File: src/rtl/mult_pkg.sv
// Shared types and helpers for the pipelined multiply-accumulate block.
package mult_pkg;

  // Per-beat control that must travel alongside its product.
  typedef struct packed {
    logic valid;
    logic acc_clr;
    logic acc_en;
    logic signed_p;
  } beat_flags_t;

  function automatic logic acc_width_ok(input int unsigned wa, input int unsigned wb,
                                        input int unsigned wacc, input int unsigned stages);
    return (wa >= 2) && (wb >= 2) && (wacc >= wa + wb) && (stages >= 1);
  endfunction

  // Signed: addends share a sign the sum does not; unsigned: carry out of the MSB.
  function automatic logic acc_overflow(input logic is_signed, input logic a_msb,
                                        input logic b_msb, input logic s_msb,
                                        input logic carry);
    return is_signed ? ((a_msb == b_msb) && (s_msb != a_msb)) : carry;
  endfunction

endpackage

File: src/rtl/mult_pipe_dly.sv
// Clock-enabled delay line of DEPTH registers with asynchronous reset.
module mult_pipe_dly #(
  parameter int unsigned WIDTH = 8,
  parameter int unsigned DEPTH = 1
) (
  input  logic             clk_i,
  input  logic             rst_i,
  input  logic             ce_i,
  input  logic [WIDTH-1:0] d_i,
  output logic [WIDTH-1:0] q_o
);

  for (genvar g = 0; g < DEPTH; g++) begin : g_stage
    logic [WIDTH-1:0] stage_d;
    logic [WIDTH-1:0] stage_q;

    if (g == 0) begin : g_head
      assign stage_d = d_i;
    end else begin : g_link
      assign stage_d = g_stage[g-1].stage_q;
    end

    always_ff @(posedge clk_i or posedge rst_i) begin
      if (rst_i) begin
        stage_q <= '0;
      end else if (ce_i) begin
        stage_q <= stage_d;
      end
    end
  end

  assign q_o = g_stage[DEPTH-1].stage_q;

endmodule

File: src/rtl/mult_acc_pipe.sv
// Pipelined multiply-accumulate: input register, product delay line, accumulator
// with per-beat signedness, accumulate/clear control and sticky overflow.
module mult_acc_pipe
  import mult_pkg::*;
#(
  parameter int unsigned WIDTH_A     = 18,
  parameter int unsigned WIDTH_B     = 18,
  parameter int unsigned ACC_WIDTH   = 48,
  parameter int unsigned PIPE_STAGES = 1
) (
  input  logic                 CLK0,
  input  logic                 RST0,
  input  logic                 CE,
  input  logic                 IN_VALID,
  input  logic [WIDTH_A-1:0]   A,
  input  logic [WIDTH_B-1:0]   B,
  input  logic                 SIGNEDA,
  input  logic                 SIGNEDB,
  input  logic                 ACC_EN,
  input  logic                 ACC_CLR,
  output logic                 OUT_VALID,
  output logic [ACC_WIDTH-1:0] P,
  output logic                 SIGNEDP,
  output logic                 OVF
);

  localparam int unsigned PROD_W = WIDTH_A + WIDTH_B;
  localparam int unsigned FLAG_W = $bits(beat_flags_t);
  localparam int unsigned DLY_W  = PROD_W + FLAG_W;

  if (!acc_width_ok(WIDTH_A, WIDTH_B, ACC_WIDTH, PIPE_STAGES)) begin : g_param_check
    $error("mult_acc_pipe: illegal width/stage parameters");
  end

  logic [WIDTH_A-1:0] a_q;
  logic [WIDTH_B-1:0] b_q;
  logic               sa_q;
  logic               sb_q;
  beat_flags_t        flags0_q;

  always_ff @(posedge CLK0 or posedge RST0) begin
    if (RST0) begin
      a_q      <= '0;
      b_q      <= '0;
      sa_q     <= 1'b0;
      sb_q     <= 1'b0;
      flags0_q <= '0;
    end else if (CE) begin
      a_q      <= A;
      b_q      <= B;
      sa_q     <= SIGNEDA;
      sb_q     <= SIGNEDB;
      flags0_q <= '{valid: IN_VALID, acc_clr: ACC_CLR, acc_en: ACC_EN,
                    signed_p: SIGNEDA | SIGNEDB};
    end
  end

  // One extra bit per operand makes a single signed multiply cover every sign mix.
  logic signed [WIDTH_A:0] a_ext_c;
  logic signed [WIDTH_B:0] b_ext_c;
  logic [PROD_W-1:0]       prod_c;

  assign a_ext_c = {sa_q & a_q[WIDTH_A-1], a_q};
  assign b_ext_c = {sb_q & b_q[WIDTH_B-1], b_q};
  assign prod_c  = PROD_W'(a_ext_c) * PROD_W'(b_ext_c);

  logic [PROD_W-1:0] prod_p;
  beat_flags_t       flags_p;

  mult_pipe_dly #(
    .WIDTH (DLY_W),
    .DEPTH (PIPE_STAGES)
  ) u_dly (
    .clk_i (CLK0),
    .rst_i (RST0),
    .ce_i  (CE),
    .d_i   ({prod_c, flags0_q}),
    .q_o   ({prod_p, flags_p})
  );

  logic [ACC_WIDTH-1:0] p_q, p_d;
  logic                 ovf_q, ovf_d;
  logic                 sp_q, sp_d;
  logic                 ov_q, ov_d;
  logic [ACC_WIDTH-1:0] ext_c;
  logic [ACC_WIDTH:0]   sum_c;
  logic                 add_ovf_c;

  assign ext_c     = flags_p.signed_p ? ACC_WIDTH'($signed(prod_p)) : ACC_WIDTH'(prod_p);
  assign sum_c     = {1'b0, p_q} + {1'b0, ext_c};
  assign add_ovf_c = acc_overflow(flags_p.signed_p, p_q[ACC_WIDTH-1], ext_c[ACC_WIDTH-1],
                                  sum_c[ACC_WIDTH-1], sum_c[ACC_WIDTH]);

  always_comb begin
    p_d   = p_q;
    ovf_d = ovf_q;
    sp_d  = sp_q;
    ov_d  = 1'b0;
    if (flags_p.valid) begin
      ov_d = 1'b1;
      sp_d = flags_p.signed_p;
      if (flags_p.acc_clr) begin
        p_d   = ext_c;
        ovf_d = 1'b0;
      end else if (flags_p.acc_en) begin
        p_d   = sum_c[ACC_WIDTH-1:0];
        ovf_d = ovf_q | add_ovf_c;
      end else begin
        p_d = ext_c;
      end
    end
  end

  always_ff @(posedge CLK0 or posedge RST0) begin
    if (RST0) begin
      p_q   <= '0;
      ovf_q <= 1'b0;
      sp_q  <= 1'b0;
      ov_q  <= 1'b0;
    end else if (CE) begin
      p_q   <= p_d;
      ovf_q <= ovf_d;
      sp_q  <= sp_d;
      ov_q  <= ov_d;
    end
  end

  assign P         = p_q;
  assign OVF       = ovf_q;
  assign SIGNEDP   = sp_q;
  assign OUT_VALID = ov_q;

endmodule

File: config.mk
export PLATFORM = sky130hd
export DESIGN_NAME = mult_acc_pipe
export DESIGN_NICKNAME = d
export VERILOG_FILES = /design/src/rtl/mult_pkg.sv /design/src/rtl/mult_pipe_dly.sv /design/src/rtl/mult_acc_pipe.sv
export SDC_FILE = /design/constraint.sdc
export NUM_CORES = 1
export LEC_CHECK = 0
export CORE_ASPECT_RATIO = 1.1
export CORE_MARGIN = 3
export CORE_UTILIZATION = 55
export CTS_BUF_LIST = sky130_fd_sc_hd__clkbuf_8
export CTS_CLUSTER_SIZE = 10
export DETAILED_ROUTE_END_ITERATION = 7
export GPL_ROUTABILITY_DRIVEN = 0
export PLACE_DENSITY = 0.74
export SYNTH_ARGS = -nofsm -noshare
export SYNTH_HDL_FRONTEND = slang
export SYNTH_SLANG_ARGS = --single-unit
export TNS_END_PERCENT = 50
File: constraint.sdc
create_clock -name CLK0 -period 7.95 [get_ports CLK0]
set_input_delay 1.59 -clock CLK0 [delete_from_list [all_inputs] [get_ports CLK0]]
set_output_delay 1.59 -clock CLK0 [all_outputs]
set_load 0.1 [all_outputs]
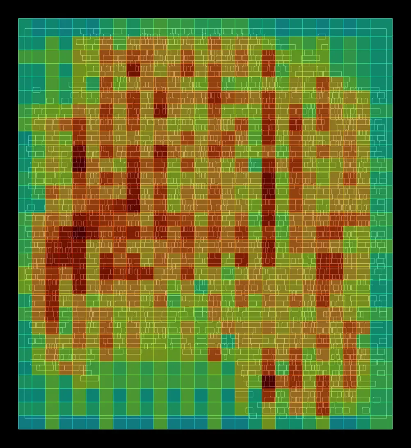
(run_1/final_congestion.png)
gr usage total: 26.04%
average routed wire per standard cell: 18.08 um
met1 Track Usage GR: 35.99%
share of the core filled with cells: 61.09%

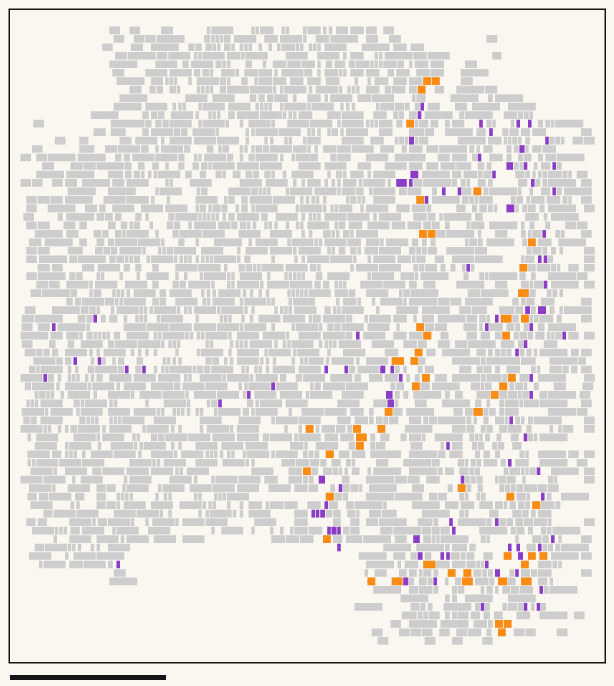
(run_1/gate_families.png)
Bar = 50 um.
purple -> NOR gates  # cells 95
orange -> AND-OR and OR-AND gates  # cells 53

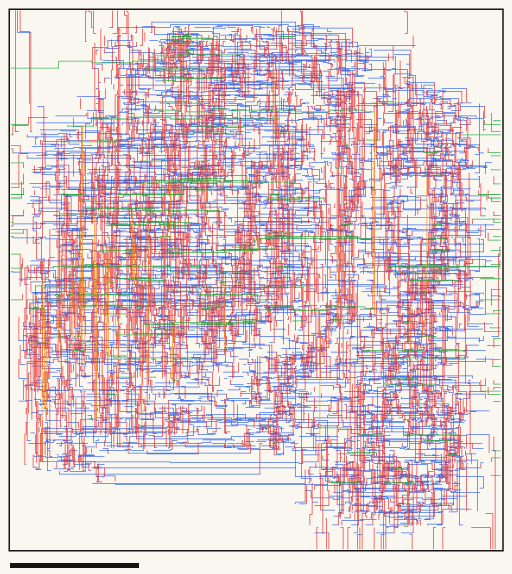
(run_1/metal_stack.png)
Bar = 50 um.
green -> met3  # wire length 3010 um
red -> met2  # wire length 23.3 mm
orange -> met4  # wire length 1640 um
blue -> met1  # wire length 21.6 mm

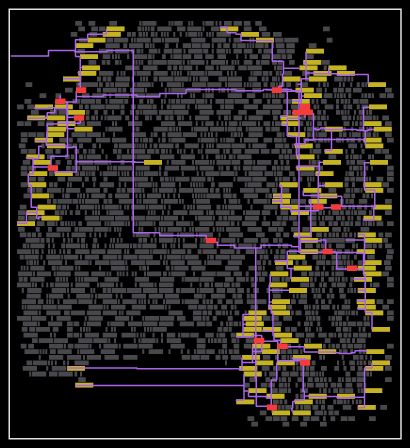
(run_1/clock_map.png)
yellow -> flip-flops  # count 133
purple -> clock wires  # length 2190 um
red -> cells driving clock nets  # count 17
routed clock nets = 18

==> results.yml, run 1 <==
# generated from flow reports
timing:
  slew_viol_final: 0
  achievable-frequency_mhz: 135.2
  unrepaired_setup_endpoints_after_global_routing: "false"
  hold_viol_final: 0
  final.hold.worst_slack_ns: 0.4932
  timing.final.crit_share_pct: 93.02
  final.setup_skew_ns: 0.01479
  pin_slew_with_the_least_headroom_to_its_limit_ns: 0.9912
  final.setup.worst_slack_ns: 0.5551
  setup-violations-final: 0
outcome:
  outcome: "completed"
yosys:
  yosys.area_share.adder_pct: 43.99
  yosys.stat.seqShare_pct: 16.13
  ys_dominant_reg_cell: "sky130_fd_sc_hd__dfrtp_1"
  ys_sh_simple_pct: 13.56
  post_synth_num_cell_types: 61
  synth_top_area_share_pct: 34.53
  top_cells_by_area: "sky130_fd_sc_hd__fa_1 (35%), sky130_fd_sc_hd__dfrtp_1 (16%), sky130_fd_sc_hd__ha_1 (9.5%), sky130_fd_sc_hd__inv_1 (7.3%), sky130_fd_sc_hd__nand2_1 (4.9%)"
  top_cell_types_by_occurrence_after_synthesis: "sky130_fd_sc_hd__inv_1 (400), sky130_fd_sc_hd__fa_1 (356), sky130_fd_sc_hd__nand2_1 (271)"
  syn-cell-area_um2: 20640
  synthAoiAreaFrac_pct: 9.482
  postSynthRegisterBits: 133
  yosys-stat-cells: 2212
  synth-edff-count: 0
  asyncSetResetFlopFracSynth_pct: 100.0
grt:
  grt-ovfl-total: 0
  maximum_number_of_pins_on_one_net_before_global_route_repair: 72
  number_of_antenna_violations_at_the_first_check_in_global_routing: 0
  grt_pass1_wl_mm: 82.65
detailed_routing:
  postRouteAntennaNets: 0
  drc: 0
  drt_iter0_drc: 1081
  vias_per_cell: 5.544
worst_setup_path:
  timing.setup.critical_path_class: "flip-flop to flip-flop"
  worst_ep_required_time_ns: 8.33
  slowest_stage: "sky130_fd_sc_hd__fa_1"
  path_max_fanout: 20
  cp-end-kind: "flip-flop"
  crit_chain: "nand2_1 > fa_1 > fa_1 > inv_1 > fa_1 > inv_1 > fa_1 > inv_1 > fa_1 > fa_1 > ha_1 > ha_1 > and3_1 > and4b_1 > a21oi_1 > a31oi_1 > or4_1 > a31oi_1 > xnor2_1 > mux2_4"
  rr_startpoint: "b_q[2]"
  r2r_slack_ns: 0.56
  critPathLaunchType: "flip-flop"
  timing.rr.end: "u_dly.q_o[39]"
cells_and_area:
  post_route_cells_drive_above_1_share_pct: 6.516
  diodes: 0
  syn_to_final_growth_pct: 8.415
  lay_top_count: "sky130_fd_sc_hd__inv_1"
  final_cell_area_um2: 22370
  post_layout_nonfiller_instances: 2743
  layout_top_cells: "sky130_fd_sc_hd__inv_1 (400), sky130_fd_sc_hd__fa_1 (356), sky130_fd_sc_hd__nand2_1 (270), sky130_fd_sc_hd__and2_1 (160), sky130_fd_sc_hd__ha_1 (156)"
placed_design:
  port_buffers: 94
  dpl-instance-area_um2: 21990
  placement.setup.worst_slack_ns: 0.5569
  placed_cells_incl_taps: 2712
  detailed_place_hpwl_mm: 40.60
cts:
  numCtsBuffers: 17
  cts-resized-gates: 0
  cts_post_setup_buffers_inserted: 0
  cts_tree: "done"
  clock_sink_count: 133
  cts_htree_levels: 4
  clock_latency_ns: 0.50
  cts_root_buffer_type: "sky130_fd_sc_hd__clkbuf_8"
  ctsLongestPathBuffers: 2
  postCtsHoldBufs: 0
hold_path:
  min_delay_worst_endpoint: "SIGNEDP"
  hold_path.startpoint: "SIGNEDP"
  hold_path.class: "flip-flop to flip-flop"
floorplanning:
  die_width_um: 190.7
  die-height_um: 209.2
  fp.dieArea_um2: 39880
  coreArea_um2: 36630
job:
  maxCapViolCount: 0
run 1: layer usage:
| layer | track usage, % | vias up | wire (um) |
|---|---|---|---|
| met5 | 0 | - | 0 |
| met4 | 9.137 | 0 | 1643 |
| met3 | 4.178 | 110 | 3008 |
| met2 | 42.04 | 532 | 23300 |
| met1 | 35.99 | 7589 | 21650 |
| li1 | - | 6976 | - |
run 1: worst max path at each step:
stage / endpoint / slack, ns / cells after the start
5_1_grt: u_dly.q_o[39] / 0.13 / 21
6_report: u_dly.q_o[39] / 0.56 / 20
3_5_place_dp: u_dly.q_o[39] / 0.56 / 21
2_1_floorplan: u_dly.q_o[39] / 0.91 / 23
3_3_place_gp: u_dly.q_o[39] / 0.69 / 21
4_1_cts: u_dly.q_o[39] / 0.57 / 20
run 1: worst max-delay path, delay by kind of cell, from the launching register on:
family          cells  cell delay (ns)
mux                 1             0.26
compound gates      3             0.56
flops               1             0.75
xor+xnor            1             0.08
fa+ha+maj           8             4.22
simple gates        4             1.09
buf+inv             3             0.34
run 1: cell type report:
| cell class | instances | area [um^2] |
|---|---|---|
| timing repair buffer | 121 | 1141 |
| clock inverter | 13 | 135.1 |
| inverter | 400 | 1506 |
| clock buffer | 18 | 247.7 |
| multi-input combinational | 1571 | 15410 |
| sequential | 133 | 3328 |
| fill | 3069 | 14250 |
| tap | 487 | 609.3 |
run 1: registers in the layout, indices dropped and copies added, names as in the netlist:
signal / count
OUT_VALID: 1
P: 48
u_dly.q_o: 40
b_q: 18
flags0_q: 4
sa_q: 1
SIGNEDP: 1
sb_q: 1
OVF: 1
a_q: 18
## Run 2: what changed since run 1
ABC_CLOCK_PERIOD_IN_PS = 7950   (was default)
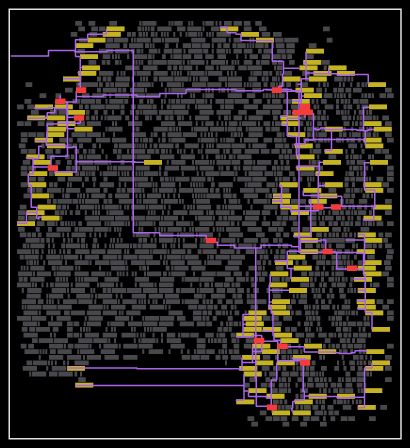
(run_2/clock_map.png)
red -> cells driving clock nets  # count 17
yellow -> flip-flops  # count 133
purple -> clock wires  # length 2190 um
routed clock nets = 18
final setup skew: 0.01479 ns
worst skew pair latency: 0.50 ns

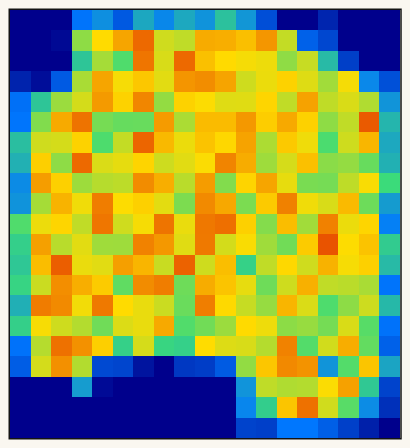
(run_2/density.png)
The die is cut into 19 by 21 equal tiles; dark blue is low, red is high, 0 to 100% covered.
tiles over 75% full = 30%
mean over tiles = 55%
fullest tile = 91%
nearly empty tiles = 13%

==> results.yml, run 2 <==
# generated from flow reports
yosys:
  post_synth_num_cell_types: 61
  ys_dominant_reg_cell: "sky130_fd_sc_hd__dfrtp_1"
  ys_sh_simple_pct: 13.56
  top_cells_by_area: "sky130_fd_sc_hd__fa_1 (35%), sky130_fd_sc_hd__dfrtp_1 (16%), sky130_fd_sc_hd__ha_1 (9.5%), sky130_fd_sc_hd__inv_1 (7.3%), sky130_fd_sc_hd__nand2_1 (4.9%)"
  asyncSetResetFlopFracSynth_pct: 100.0
  yosys.area_share.adder_pct: 43.99
  syn-cell-area_um2: 20640
  postSynthRegisterBits: 133
  top_cell_types_by_occurrence_after_synthesis: "sky130_fd_sc_hd__inv_1 (400), sky130_fd_sc_hd__fa_1 (356), sky130_fd_sc_hd__nand2_1 (271)"
  synthAoiAreaFrac_pct: 9.482
  synth_top_area_share_pct: 34.53
  synth-edff-count: 0
  yosys.stat.seqShare_pct: 16.13
  yosys-stat-cells: 2212
worst_setup_path:
  critPathLaunchType: "flip-flop"
  timing.rr.end: "u_dly.q_o[39]"
  crit_chain: "nand2_1 > fa_1 > fa_1 > inv_1 > fa_1 > inv_1 > fa_1 > inv_1 > fa_1 > fa_1 > ha_1 > ha_1 > and3_1 > and4b_1 > a21oi_1 > a31oi_1 > or4_1 > a31oi_1 > xnor2_1 > mux2_4"
  slowest_stage: "sky130_fd_sc_hd__fa_1"
  path_max_fanout: 20
  timing.setup.critical_path_class: "flip-flop to flip-flop"
  rr_startpoint: "b_q[2]"
  cp.depth: 20
  cp_num_buf_inv: 3
  path_delay_family: "adder cells"
cts:
  ctsLongestPathBuffers: 2
  postCtsHoldBufs: 0
  cts_post_setup_buffers_inserted: 0
  numCtsBuffers: 17
  cts_tree: "done"
  cts_root_buffer_type: "sky130_fd_sc_hd__clkbuf_8"
outcome:
  outcome: "completed"
cells_and_area:
  final_cell_area_um2: 22370
  lay_top_count: "sky130_fd_sc_hd__inv_1"
  diodes: 0
  post_route_cells_drive_above_1_share_pct: 6.516
  layout_top_cells: "sky130_fd_sc_hd__inv_1 (400), sky130_fd_sc_hd__fa_1 (356), sky130_fd_sc_hd__nand2_1 (270), sky130_fd_sc_hd__and2_1 (160), sky130_fd_sc_hd__ha_1 (156)"
  syn_to_final_growth_pct: 8.415
  fin_util_pct: 61.09
  layout.filler_cells: 3069
timing:
  setup-violations-final: 0
  pin_slew_with_the_least_headroom_to_its_limit_ns: 0.9912
  final.setup.worst_slack_ns: 0.5551
  unrepaired_setup_endpoints_after_global_routing: "false"
  hold_viol_final: 0
  slew_viol_final: 0
detailed_routing:
  vias_per_cell: 5.544
  drt_iter0_drc: 1081
  postRouteAntennaNets: 0
grt:
  maximum_number_of_pins_on_one_net_before_global_route_repair: 72
  grt-ovfl-total: 0
  number_of_antenna_violations_at_the_first_check_in_global_routing: 0
  grt_pass1_wl_mm: 82.65
  grt_util_all_layers_pct: 26.04
placed_design:
  dpl-instance-area_um2: 21990
  detailed_place_hpwl_mm: 40.60
  port_buffers: 94
job:
  maxCapViolCount: 0
floorplanning:
  fp.dieArea_um2: 39880
  die-height_um: 209.2
  coreArea_um2: 36630
==> run 2: cell counts after synthesis <==
No cell type changed its count.
==> run 2: worst min-delay path by stage <==
stage | depth (start not counted) | end | from | slack [ns]
floorplan | 1 | flags0_q[1] | flags0_q[1] | 0.47
global placement | 2 | SIGNEDP | SIGNEDP | 0.47
detailed placement | 2 | SIGNEDP | SIGNEDP | 0.48
CTS | 2 | SIGNEDP | SIGNEDP | 0.50
global route | 2 | SIGNEDP | SIGNEDP | 0.53
finish | 2 | SIGNEDP | SIGNEDP | 0.49
==> run 2: through the flow <==
step                hold WS [ns]  cells
finish                    0.4932   2743
global route              0.5291   2743
CTS                       0.4979   2743
detailed placement        0.4793   2712
global placement          0.4663   2712
floorplan                 0.4750   2212
==> run 2: per-layer routing <==
metal	part of all wire, %	GRT usage, %	vias up
met3	6.1	4.178	110
met2	47	42.04	532
met5	0	0	-
li1	-	-	6976
met4	3.3	9.137	0
met1	44	35.99	7589
==> run 2: area by class of cell <==
cell class | count | area [um^2] | area share, %
timing repair buffer | 121 | 1141 | 5.100
clock inverter | 13 | 135.1 | 0.6040
clock buffer | 18 | 247.7 | 1.107
multi-input combinational | 1571 | 15410 | 68.86
sequential | 133 | 3328 | 14.88
inverter | 400 | 1506 | 6.733
tap | 487 | 609.3 | 2.723
